[src/rtl/div_seq.sv]
// Iterative RV32M divider: DIV/DIVU/REM/REMU, one quotient bit per cycle.
// Ports: clk, rst_n, start/op/dividend/divisor in; flush abort; busy, done, result out.
module div_seq #(
    parameter int XLEN = 32
) (
    input  logic            clk,
    input  logic            rst_n,
    input  logic            start,
    input  logic [1:0]      op,
    input  logic [XLEN-1:0] dividend,
    input  logic [XLEN-1:0] divisor,
    input  logic            flush,
    output logic            busy,
    output logic            done,
    output logic [XLEN-1:0] result
);

    typedef enum logic [1:0] {IDLE, CALC, FIX, DONE} state_t;

    state_t          state_q, state_d;
    logic [XLEN-1:0] quo_q, quo_d;
    logic [XLEN-1:0] rem_q, rem_d;
    logic [XLEN-1:0] dvs_q, dvs_d;
    logic [XLEN-1:0] res_q, res_d;
    logic            rem_op_q, rem_op_d;
    logic            negq_q, negq_d;
    logic            negr_q, negr_d;
    logic [5:0]      cnt_q, cnt_d;
    logic            busy_q, done_q;

    logic            sgn_op, sa, sb, ovf, carry;
    logic [XLEN-1:0] abs_a, abs_b, q_fix, r_fix;
    logic [XLEN:0]   shifted, trial;
    logic            unused_trial_msb;

    assign sgn_op = ~op[0];
    assign sa     = sgn_op & dividend[XLEN-1];
    assign sb     = sgn_op & divisor[XLEN-1];
    assign abs_a  = sa ? -dividend : dividend;
    assign abs_b  = sb ? -divisor : divisor;
    assign ovf    = sgn_op
                  & (dividend == {1'b1, {(XLEN-1){1'b0}}})
                  & (&divisor);

    // Adder-style subtract: carry-out 1 means no borrow.
    assign shifted = {rem_q, quo_q[XLEN-1]};
    assign {carry, trial} = {1'b0, shifted}
                          + {1'b0, ~{1'b0, dvs_q}}
                          + (XLEN+2)'(1);
    // A successful trial is always below the divisor, so its top bit is 0.
    assign unused_trial_msb = trial[XLEN];

    assign q_fix = negq_q ? -quo_q : quo_q;
    assign r_fix = negr_q ? -rem_q : rem_q;

    always_comb begin
        state_d  = state_q;
        quo_d    = quo_q;
        rem_d    = rem_q;
        dvs_d    = dvs_q;
        res_d    = res_q;
        rem_op_d = rem_op_q;
        negq_d   = negq_q;
        negr_d   = negr_q;
        cnt_d    = cnt_q;
        unique case (state_q)
            IDLE: begin
                if (start && !flush) begin
                    rem_op_d = op[1];
                    negq_d   = sa ^ sb;
                    negr_d   = sa;
                    dvs_d    = abs_b;
                    quo_d    = abs_a;
                    rem_d    = '0;
                    cnt_d    = '0;
                    if (divisor == '0) begin
                        state_d = DONE;
                        res_d   = op[1] ? dividend : '1;
                    end else if (ovf) begin
                        state_d = DONE;
                        res_d   = op[1] ? '0 : dividend;
                    end else begin
                        state_d = CALC;
                    end
                end
            end
            CALC: begin
                rem_d = carry ? trial[XLEN-1:0] : shifted[XLEN-1:0];
                quo_d = {quo_q[XLEN-2:0], carry};
                cnt_d = cnt_q + 6'd1;
                if (cnt_q == 6'(XLEN-1)) begin
                    state_d = FIX;
                end
            end
            FIX: begin
                res_d   = rem_op_q ? r_fix : q_fix;
                state_d = DONE;
            end
            DONE: begin
                state_d = IDLE;
            end
            default: begin
                state_d = IDLE;
            end
        endcase
        if (flush) begin
            state_d = IDLE;
            res_d   = res_q;
        end
    end

    always_ff @(posedge clk or negedge rst_n) begin
        if (!rst_n) begin
            state_q  <= IDLE;
            quo_q    <= '0;
            rem_q    <= '0;
            dvs_q    <= '0;
            res_q    <= '0;
            rem_op_q <= 1'b0;
            negq_q   <= 1'b0;
            negr_q   <= 1'b0;
            cnt_q    <= '0;
            busy_q   <= 1'b0;
            done_q   <= 1'b0;
        end else begin
            state_q  <= state_d;
            quo_q    <= quo_d;
            rem_q    <= rem_d;
            dvs_q    <= dvs_d;
            res_q    <= res_d;
            rem_op_q <= rem_op_d;
            negq_q   <= negq_d;
            negr_q   <= negr_d;
            cnt_q    <= cnt_d;
            busy_q   <= (state_d == CALC) || (state_d == FIX);
            done_q   <= (state_d == DONE);
        end
    end

    assign busy   = busy_q;
    assign done   = done_q;
    assign result = res_q;

endmodule

[config.mk]
export PLATFORM = sky130hd
export DESIGN_NAME = div_seq
export DESIGN_NICKNAME = d
export VERILOG_FILES = /design/src/rtl/div_seq.sv
export SDC_FILE = /design/constraint.sdc
export NUM_CORES = 1
export LEC_CHECK = 0
export CORE_ASPECT_RATIO = 0.9
export CORE_UTILIZATION = 56
export DETAILED_ROUTE_END_ITERATION = 16
export PLACE_DENSITY = 0.78
export SLEW_MARGIN = 25
export SYNTH_ARGS = -nofsm -noshare
export SYNTH_HDL_FRONTEND = slang
export SYNTH_SLANG_ARGS = --single-unit
export TNS_END_PERCENT = 20
[constraint.sdc]
create_clock -name clk -period 3.3 [get_ports clk]
set_clock_uncertainty 0.05 [all_clocks]
set_input_delay 0.66 -clock clk [delete_from_list [all_inputs] [get_ports clk]]
set_output_delay 0.66 -clock clk [all_outputs]
set_load 0.02 [all_outputs]
### Signal wires by layer, run 1

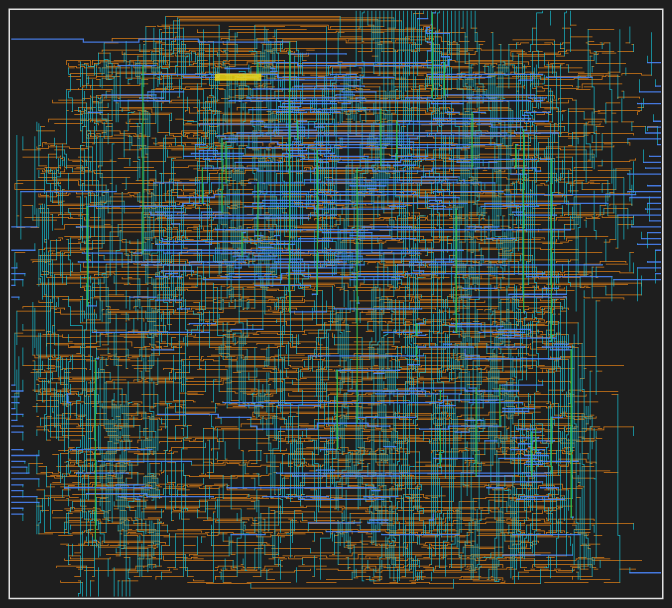
Key: yellow = met5 [wire length 9.20 um]; cyan = met2 [wire length 15400 um]; orange = met1 [wire length 17000 um]; green = met4 [wire length 637 um]; blue = met3 [wire length 4110 um]
total number of vias: 11546
drt wl/cell: 20.4 um

### Port wiring, run 1

Bar = 50 um.
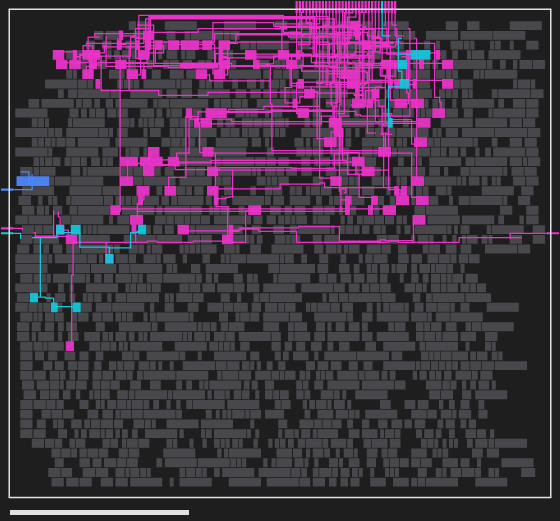
Key: cyan = `op` [bits 2, direction input, edge 1 west, 1 north, end cells 12, buffers 2, wire 129 um]; blue = `done` [bits 1, direction output, edge west, end cells 1, buffers 1, wire 21.2 um]; magenta = `dividend` [bits 32, direction input, edge 30 north, 1 east, 1 west, end cells 119, buffers 61, wire 4060 um]
number of ports placed on the die boundary: 104
count of input and output buffers: 103

### Placement view, run 1

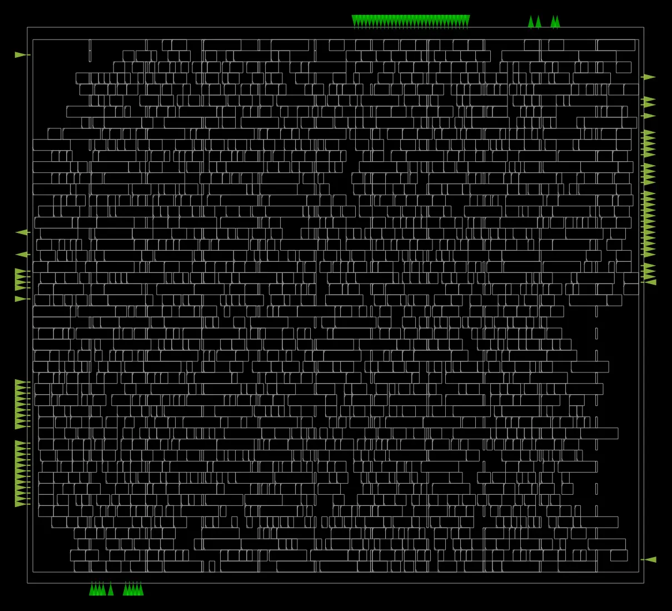
seq_cells: 141
Seq/total area: 25.4%
tally of filler cells in the layout: 1526
core occupancy in the finished layout: 71.6%
final instance count without filler cells: 1818

==> impl_metrics.xml, run 1 <==
<?xml version="1.0" encoding="UTF-8"?>
<metrics>
  <group name="placed_design">
    <metric name="place_inst" unit="">1786</metric>
    <metric name="place.gp.congestion" unit="">0.983</metric>
  </group>
  <group name="run">
    <metric name="log.warning_count" unit="">28</metric>
    <metric name="timing.max_cap.violations" unit="">0</metric>
  </group>
  <group name="synthesis">
    <metric name="synth.net_count" unit="">1502</metric>
    <metric name="synth.lib_cells_used.distinct" unit="">70</metric>
    <metric name="post_synth.cell_area_avg" unit="um^2">8.06</metric>
    <metric name="simple_gate_area_share_of_the_yosys_netlist" unit="%">18.7</metric>
    <metric name="seq_area_frac_synth" unit="%">31.4</metric>
    <metric name="syn-instance-count" unit="">1392</metric>
    <metric name="synth-async-reset-ratio" unit="%">100</metric>
    <metric name="synth.comb.largest_family" unit="">AND-OR/OR-AND gates</metric>
    <metric name="number_of_cell_instances_after_yosys_synthesis" unit="">1392</metric>
    <metric name="synthTopCellsByArea" unit="">dfrtp_1 (31%), o21ai_0 (7.4%), xnor2_1 (6.2%), nand2_1 (6.1%), xor2_1 (5.0%)</metric>
    <metric name="ys.warnings.count" unit="">0</metric>
    <metric name="yosys_register_bits" unit="">141</metric>
  </group>
  <group name="global_route">
    <metric name="wire_length_of_the_first_global_routing_pass" unit="um">58100</metric>
    <metric name="antenna_found_initial" unit="">1</metric>
    <metric name="grt_pass1_vias" unit="">10517</metric>
    <metric name="track_usage" unit="%">37.2</metric>
    <metric name="grt_start_max_net_pins" unit="">74</metric>
    <metric name="grt_overflow" unit="">0</metric>
  </group>
  <group name="floorplanning">
    <metric name="chipArea" unit="mm^2">0.0206</metric>
    <metric name="core-area" unit="mm^2">0.0194</metric>
    <metric name="fp.dieW" unit="um">151</metric>
  </group>
  <group name="drt">
    <metric name="ant_nets" unit="">0</metric>
    <metric name="met2WireLength" unit="um">15400</metric>
    <metric name="wl_met3" unit="um">4110</metric>
    <metric name="drt_pre_antenna_iters" unit="">5</metric>
    <metric name="drt-vias-per-instance" unit="">6.35</metric>
  </group>
  <group name="layout">
    <metric name="fin_area" unit="mm^2">0.0139</metric>
    <metric name="area_delta_synth_final" unit="%">23.8</metric>
    <metric name="layout_top_cells" unit="">nand2_1 (179), o21ai_0 (165), dfrtp_1 (141)</metric>
    <metric name="final_layout_size_suffix_gt1_share" unit="%">12.4</metric>
  </group>
  <group name="setup_path">
    <metric name="critical_path.most_common_cell" unit="">buf_4</metric>
    <metric name="startpoint_type" unit="">primary input</metric>
    <metric name="worstSetupPathType" unit="">primary input to flip-flop</metric>
    <metric name="worstSetupStartpoint" unit="">dividend[16]</metric>
    <metric name="path_max_fanout" unit="">64</metric>
  </group>
  <group name="clock_tree">
    <metric name="clockBufferDepth" unit="">2</metric>
  </group>
  <group name="sta">
    <metric name="slew-limit-headroom" unit="%">43.5</metric>
    <metric name="fmax_achieved" unit="MHz">315</metric>
  </group>
  <group name="run_status">
    <metric name="outcome" unit="">finished, final reports clean</metric>
  </group>
</metrics>
==> run 1: routing by layer <==
metal  vias up  global-route usage, %
li1       5371                      -
met4         2                   9.39
met2       639                   51.6
met5         -                      0
met1      5466                   56.4
met3        68                   9.56
==> run 1: where the power goes <==
group / switching [mW] / internal [mW] / leakage, nW / total [mW]
Sequential: 0.628 / 2.24 / 1.82 / 2.87
Clock: 0.874 / 1.09 / 0.293 / 1.96
Combinational: 3.91 / 2.96 / 3.86 / 6.87
Total: 5.41 / 6.29 / 5.97 / 11.7
==> run 1: sequential cells by signal, indices dropped and copies added, names as in the netlist <==
name	count
rem_q	32
done	1
result	32
busy	1
state_q	2
dvs_q	32
negr_q	1
negq_q	1
rem_op_q	1
quo_q	32
cnt_q	6
==> run 1: cells by family (layout without fill, tap and decap cells) <==
family | Yosys count | in the layout
adders and majority gates | 59 | 59
buffers and inverters | 134 | 310
AOI/OAI and AO/OA | 442 | 442
and+or+nand+nor | 439 | 439
xor gates and xnor gates | 143 | 143
muxes | 34 | 34
DFF | 141 | 141
==> run 1: final cells by class <==
class                           instances  area (um^2)  share of cell area (%)
Multi-Input combinational cell       1117         7210                    51.9
Clock buffer                           18          439                    3.16
Clock inverter                         14          153                    1.10
Timing Repair Buffer                  231         2070                    14.9
Inverter                               47          176                    1.27
Tap cell                              250          313                    2.25
Sequential cell                       141         3530                    25.4
==> run 1: final timing paths <==
check                                              end  slack, ps  cells after the start
worst max-delay path            result[10]$_DFFE_PN0P_        130                     11
worst min register to register   result[8]$_DFFE_PN0P_        430                      2
worst min-delay path             rem_q[13]$_DFFE_PN0P_        190                      1
worst max register to register  result[28]$_DFFE_PN0P_        150                     10
min in group clk                 result[8]$_DFFE_PN0P_        430                      2
max in group asynchronous         dvs_q[5]$_DFFE_PN0P_       2230                      2
==> run 2: changes to the inputs <==
Settings changed: CORE_MARGIN from default to 2, DONT_BUFFER_PORTS from default to 1, PLACE_DENSITY 0.78 to 0.71.
### Port wiring, run 2

Bar = 50 um.
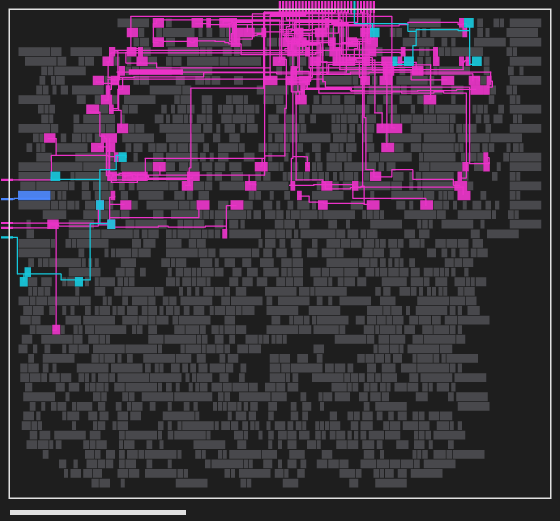
Key: cyan = `op` [bits 2, direction input, edge 1 west, 1 north, end cells 12, buffers 0, wire 171 um]; magenta = `dividend` [bits 32, direction input, edge 29 north, 3 west, end cells 119, buffers 0, wire 3060 um]; blue = `done` [bits 1, direction output, edge west, end cells 1, buffers 0, wire 11.0 um]

### Placement by cell class, run 2

Fill, decap, tap and diode cells in grey.
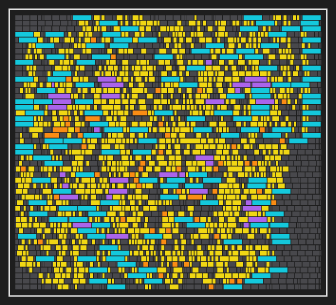
Key: cyan = flip-flops [cells 141]; orange = other buffers and delay cells [cells 54]; yellow = all other logic [cells 1164]; purple = clock drivers and dummy loads [cells 32]
standard-cell row count: 49
area of all placed cells without fillers: 0.0123 mm^2
Seq/total area: 28.6%
core occupancy in the finished layout: 62.3%

### Placement view, run 2

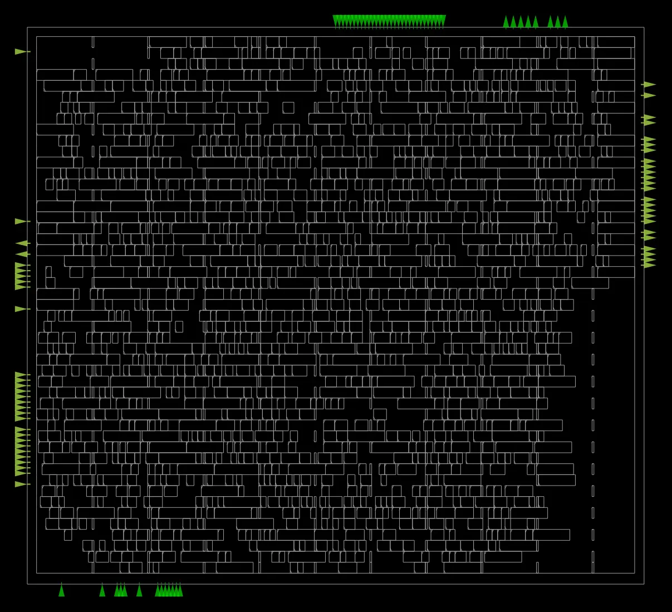
n_taps: 255
final instance count without filler cells: 1646
tally of filler cells in the layout: 1741
Core ar.: 0.0198 mm^2

==> impl_metrics.xml, run 2 <==
<?xml version="1.0" encoding="UTF-8"?>
<metrics>
  <group name="run_status">
    <metric name="outcome" unit="">complete, but fails checks</metric>
    <metric name="failed_checks" unit="">negative hold slack</metric>
  </group>
  <group name="global_route">
    <metric name="grt_overflow" unit="">0</metric>
    <metric name="wire_length_of_the_first_global_routing_pass" unit="um">55400</metric>
    <metric name="grt_start_max_net_pins" unit="">142</metric>
    <metric name="track_usage" unit="%">33.1</metric>
    <metric name="grt_pass1_vias" unit="">9613</metric>
  </group>
  <group name="floorplanning">
    <metric name="fp.dieW" unit="um">153</metric>
  </group>
  <group name="sta">
    <metric name="finalHoldWorstSlack" unit="ps">-123</metric>
    <metric name="fmax_achieved" unit="MHz">315</metric>
    <metric name="timing.final.hold_violations" unit="">141</metric>
  </group>
  <group name="setup_path">
    <metric name="startpoint_type" unit="">flip-flop</metric>
    <metric name="worstSetupStartpoint" unit="">dvs_q[14]$_DFFE_PN0P_</metric>
    <metric name="path_max_fanout" unit="">12</metric>
    <metric name="worstSetupPathType" unit="">flip-flop to flip-flop</metric>
    <metric name="worst-r2r-setup-slack" unit="ps">130</metric>
  </group>
  <group name="power_and_ir_drop">
    <metric name="power_switching_share" unit="%">45.8</metric>
    <metric name="netSwitchingPower" unit="mW">5.22</metric>
    <metric name="clock_power_share" unit="%">18.7</metric>
  </group>
  <group name="synthesis">
    <metric name="synth.net_count" unit="">1502</metric>
    <metric name="post_synth.cell_area_avg" unit="um^2">8.06</metric>
    <metric name="yosys_register_bits" unit="">141</metric>
    <metric name="number_of_cell_instances_after_yosys_synthesis" unit="">1392</metric>
  </group>
  <group name="layout">
    <metric name="layout_top_cells" unit="">nand2_1 (179), o21ai_0 (165), dfrtp_1 (140)</metric>
  </group>
  <group name="placed_design">
    <metric name="count_of_input_and_output_buffers" unit="">0</metric>
  </group>
  <group name="drt">
    <metric name="ant_nets" unit="">0</metric>
    <metric name="met2WireLength" unit="um">14900</metric>
  </group>
</metrics>
run 2: cell counts after synthesis:
No cell type changed its count.
run 2: logic make-up (layout without fill, tap and decap cells):
family                     after synthesis  in the layout  synth area share [%]
AOI/OAI and AO/OA                      442            442                  24.8
xor gates and xnor gates               143            143                  11.2
adders and majority gates               59             59                  6.22
buffers and inverters                  134            133                  4.62
DFF                                    141            141                  31.4
muxes                                   34             34                  3.04
and+or+nand+nor                        439            439                  18.7
run 2: cell type report:
| cell class | count | area, um^2 | share of cell area [%] |
|---|---|---|---|
| clock buffer | 18 | 429 | 3.48 |
| tap | 255 | 319 | 2.59 |
| sequential | 141 | 3530 | 28.6 |
| clock inverter | 14 | 208 | 1.68 |
| inverter | 47 | 176 | 1.43 |
| timing repair buffer | 54 | 468 | 3.79 |
| multi-input combinational | 1117 | 7210 | 58.4 |
run 2: metrics by stage:
step / util, % / worst slack (ps) / hold WS (ps) / cells
2_1_floorplan: - / 240 / 314 / 1392
3_3_place_gp: 59.0 / 264 / 320 / 1614
3_5_place_dp: 59.0 / 186 / 320 / 1614
4_1_cts: 62.3 / 188 / -134 / 1646
5_1_grt: 62.3 / -5.20 / -139 / 1646
6_report: 62.3 / 129 / -123 / 1646
run 2: repair_timing:
item,CTS,global route
endpoints found under the hold margin,141,141
resized,0,2
endpoints found under the setup margin,0,1
run 2: routing by layer:
metal  GRT usage, %  vias up
met1           50.9     5101
met5              0        -
met3           9.37       54
li1               -     4998
met4           7.21        2
met2           46.1      563
run 2: power by group through the flow:
stage	clock network, mW	logic (mW)	registers [mW]
final	2.13	6.14	3.12
after global routing	2.21	6.67	3.18
after CTS	2.15	6.00	3.09
after floorplan	0	4.40	2.84
after global placement	0	5.87	3.10
after detailed placement	0	5.96	3.11
==> run 3: changes to the inputs <==
Settings changed: CTS_BUF_LIST from default to sky130_fd_sc_hd__clkbuf_2 sky130_fd_sc_hd__clkbuf_4 sky130_fd_sc_hd__clkbuf_8.
### Placement by cell class, run 3

Fill, decap, tap and diode cells in grey.
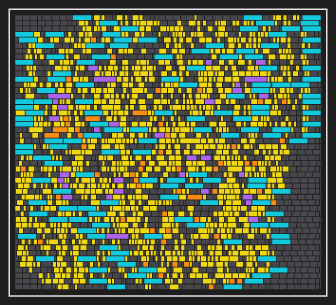
Key: yellow = all other logic [cells 1164]; purple = clock drivers and dummy loads [cells 32]; cyan = flip-flops [cells 141]; orange = other buffers and delay cells [cells 54]
core occupancy in the finished layout: 61.4%
Seq/total area: 29.0%
area of all placed cells without fillers: 0.0122 mm^2

### Port wiring, run 3

Bar = 50 um.
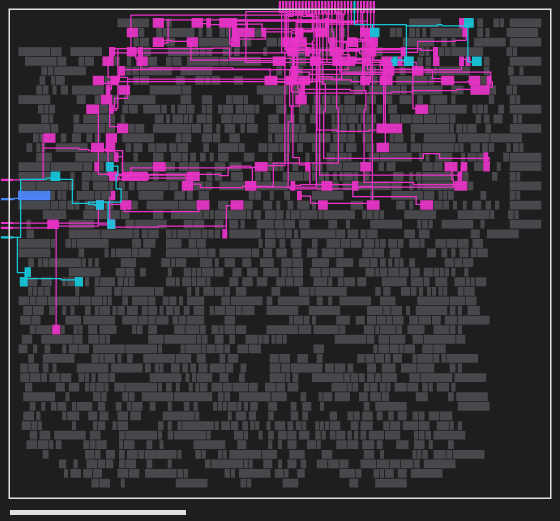
Key: magenta = `dividend` [bits 32, direction input, edge 29 north, 3 west, end cells 119, buffers 0, wire 3080 um]; cyan = `op` [bits 2, direction input, edge 1 west, 1 north, end cells 12, buffers 0, wire 176 um]; blue = `done` [bits 1, direction output, edge west, end cells 1, buffers 0, wire 11.0 um]
count of input and output buffers: 0

### Drive-strength map, run 3

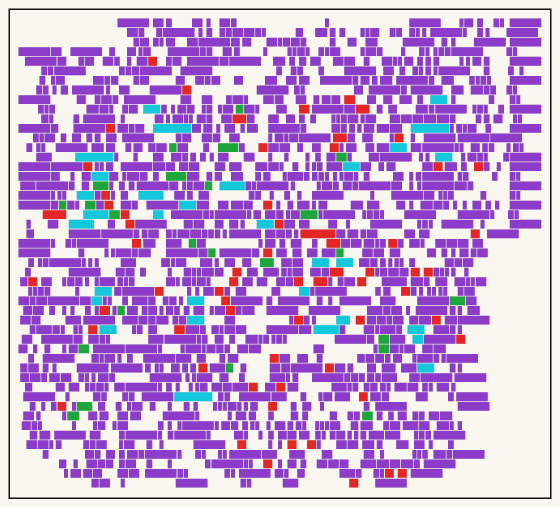
Key: green = drive 2 [cells 24, share 1.7%, most used or2_2]; red = drive 3 to 4 [cells 64, share 4.6%, most used buf_4]; purple = drive 1 or less [cells 1272, share 91%, most used nand2_1]; cyan = drive 6 and up [cells 31, share 2.2%, most used clkbuf_8]

==> impl_metrics.xml, run 3 <==
<?xml version="1.0" encoding="UTF-8"?>
<metrics>
  <group name="sta">
    <metric name="timing.final.hold_violations" unit="">141</metric>
    <metric name="worst_slack" unit="ps">136</metric>
    <metric name="slew-limit-headroom" unit="%">28.4</metric>
    <metric name="finalHoldWorstSlack" unit="ps">-161</metric>
  </group>
  <group name="setup_path">
    <metric name="worst-r2r-setup-slack" unit="ps">140</metric>
    <metric name="path_max_fanout" unit="">6</metric>
    <metric name="worstSetupStartpoint" unit="">quo_q[1]$_DFFE_PN0P_</metric>
  </group>
  <group name="power_and_ir_drop">
    <metric name="intPower" unit="mW">5.73</metric>
  </group>
  <group name="layout">
    <metric name="post_layout_nonfiller_instances" unit="">1646</metric>
    <metric name="final_layout_size_suffix_gt1_share" unit="%">8.55</metric>
  </group>
  <group name="floorplanning">
    <metric name="fp.dieW" unit="um">153</metric>
  </group>
  <group name="drt">
    <metric name="ant_nets" unit="">0</metric>
    <metric name="route.detailed.wl_per_inst" unit="um">21.6</metric>
    <metric name="drt-vias-per-instance" unit="">6.51</metric>
  </group>
  <group name="run_status">
    <metric name="outcome" unit="">complete, but fails checks</metric>
    <metric name="failed_checks" unit="">negative hold slack</metric>
  </group>
  <group name="placed_design">
    <metric name="dp_slack" unit="ps">186</metric>
    <metric name="place.gp.congestion" unit="">1.00</metric>
  </group>
  <group name="synthesis">
    <metric name="synth.lib_cells_used.distinct" unit="">70</metric>
    <metric name="syn-instance-count" unit="">1392</metric>
    <metric name="synth.net_count" unit="">1502</metric>
    <metric name="synthTopCellsByArea" unit="">dfrtp_1 (31%), o21ai_0 (7.4%), xnor2_1 (6.2%), nand2_1 (6.1%), xor2_1 (5.0%)</metric>
    <metric name="yosys_register_bits" unit="">141</metric>
    <metric name="ys.warnings.count" unit="">0</metric>
  </group>
</metrics>
## run 3: cell counts after synthesis
No cell type changed its count.
## run 3: logic make-up (layout without fill, tap and decap cells)
kind of cell / count (synthesis) / in the layout / synth area share, %
flops: 141 / 141 / 31.4
compound gates: 442 / 442 / 24.8
xor+xnor: 143 / 143 / 11.2
buf+inv: 134 / 133 / 4.62
mux: 34 / 34 / 3.04
simple gates: 439 / 439 / 18.7
fa+ha+maj: 59 / 59 / 6.22
## run 3: cell type report
| type | instances | area [um^2] |
|---|---|---|
| tap | 255 | 319 |
| sequential | 141 | 3530 |
| multi-input combinational | 1117 | 7210 |
| timing repair buffer | 54 | 468 |
| inverter | 47 | 176 |
| clock inverter | 14 | 208 |
| fill | 1775 | 7650 |
| clock buffer | 18 | 241 |
## run 3: worst max-delay path by stage
stage                                   endpoint  slack, ps  cells past startpoint
after global placement    result[10]$_DFFE_PN0P_        260                      8
final                     result[24]$_DFFE_PN0P_        140                     10
after floorplan           result[11]$_DFFE_PN0P_        240                     12
after CTS                 result[30]$_DFFE_PN0P_        180                     10
after global routing      result[20]$_DFFE_PN0P_         10                      9
after detailed placement   rem_q[10]$_DFFE_PN0P_        190                     10
## run 3: power by group through the flow
stage	combinational, mW	clock (mW)	sequential, mW
after detailed placement	5.96	0	3.11
after global routing	6.67	1.71	3.17
after CTS	5.99	1.65	3.08
final	6.10	1.64	3.11
after global placement	5.87	0	3.10
after floorplan	4.40	0	2.84
## run 3: routing by layer
metal,wire length [um],up-vias,track usage (%)
met5,0,-,0
met4,723,0,8.43
met3,4190,63,10.7
met2,14600,579,45.5
met1,16000,5069,49.6
li1,-,5010,-
## run 3: timing repair
action | 4_1_cts | 5_1_grt
resized | 0 | 2
setup endpoints to repair | 0 | 1
endpoints found under the hold margin | 141 | 141
Power and IR drop assume default switching activity.
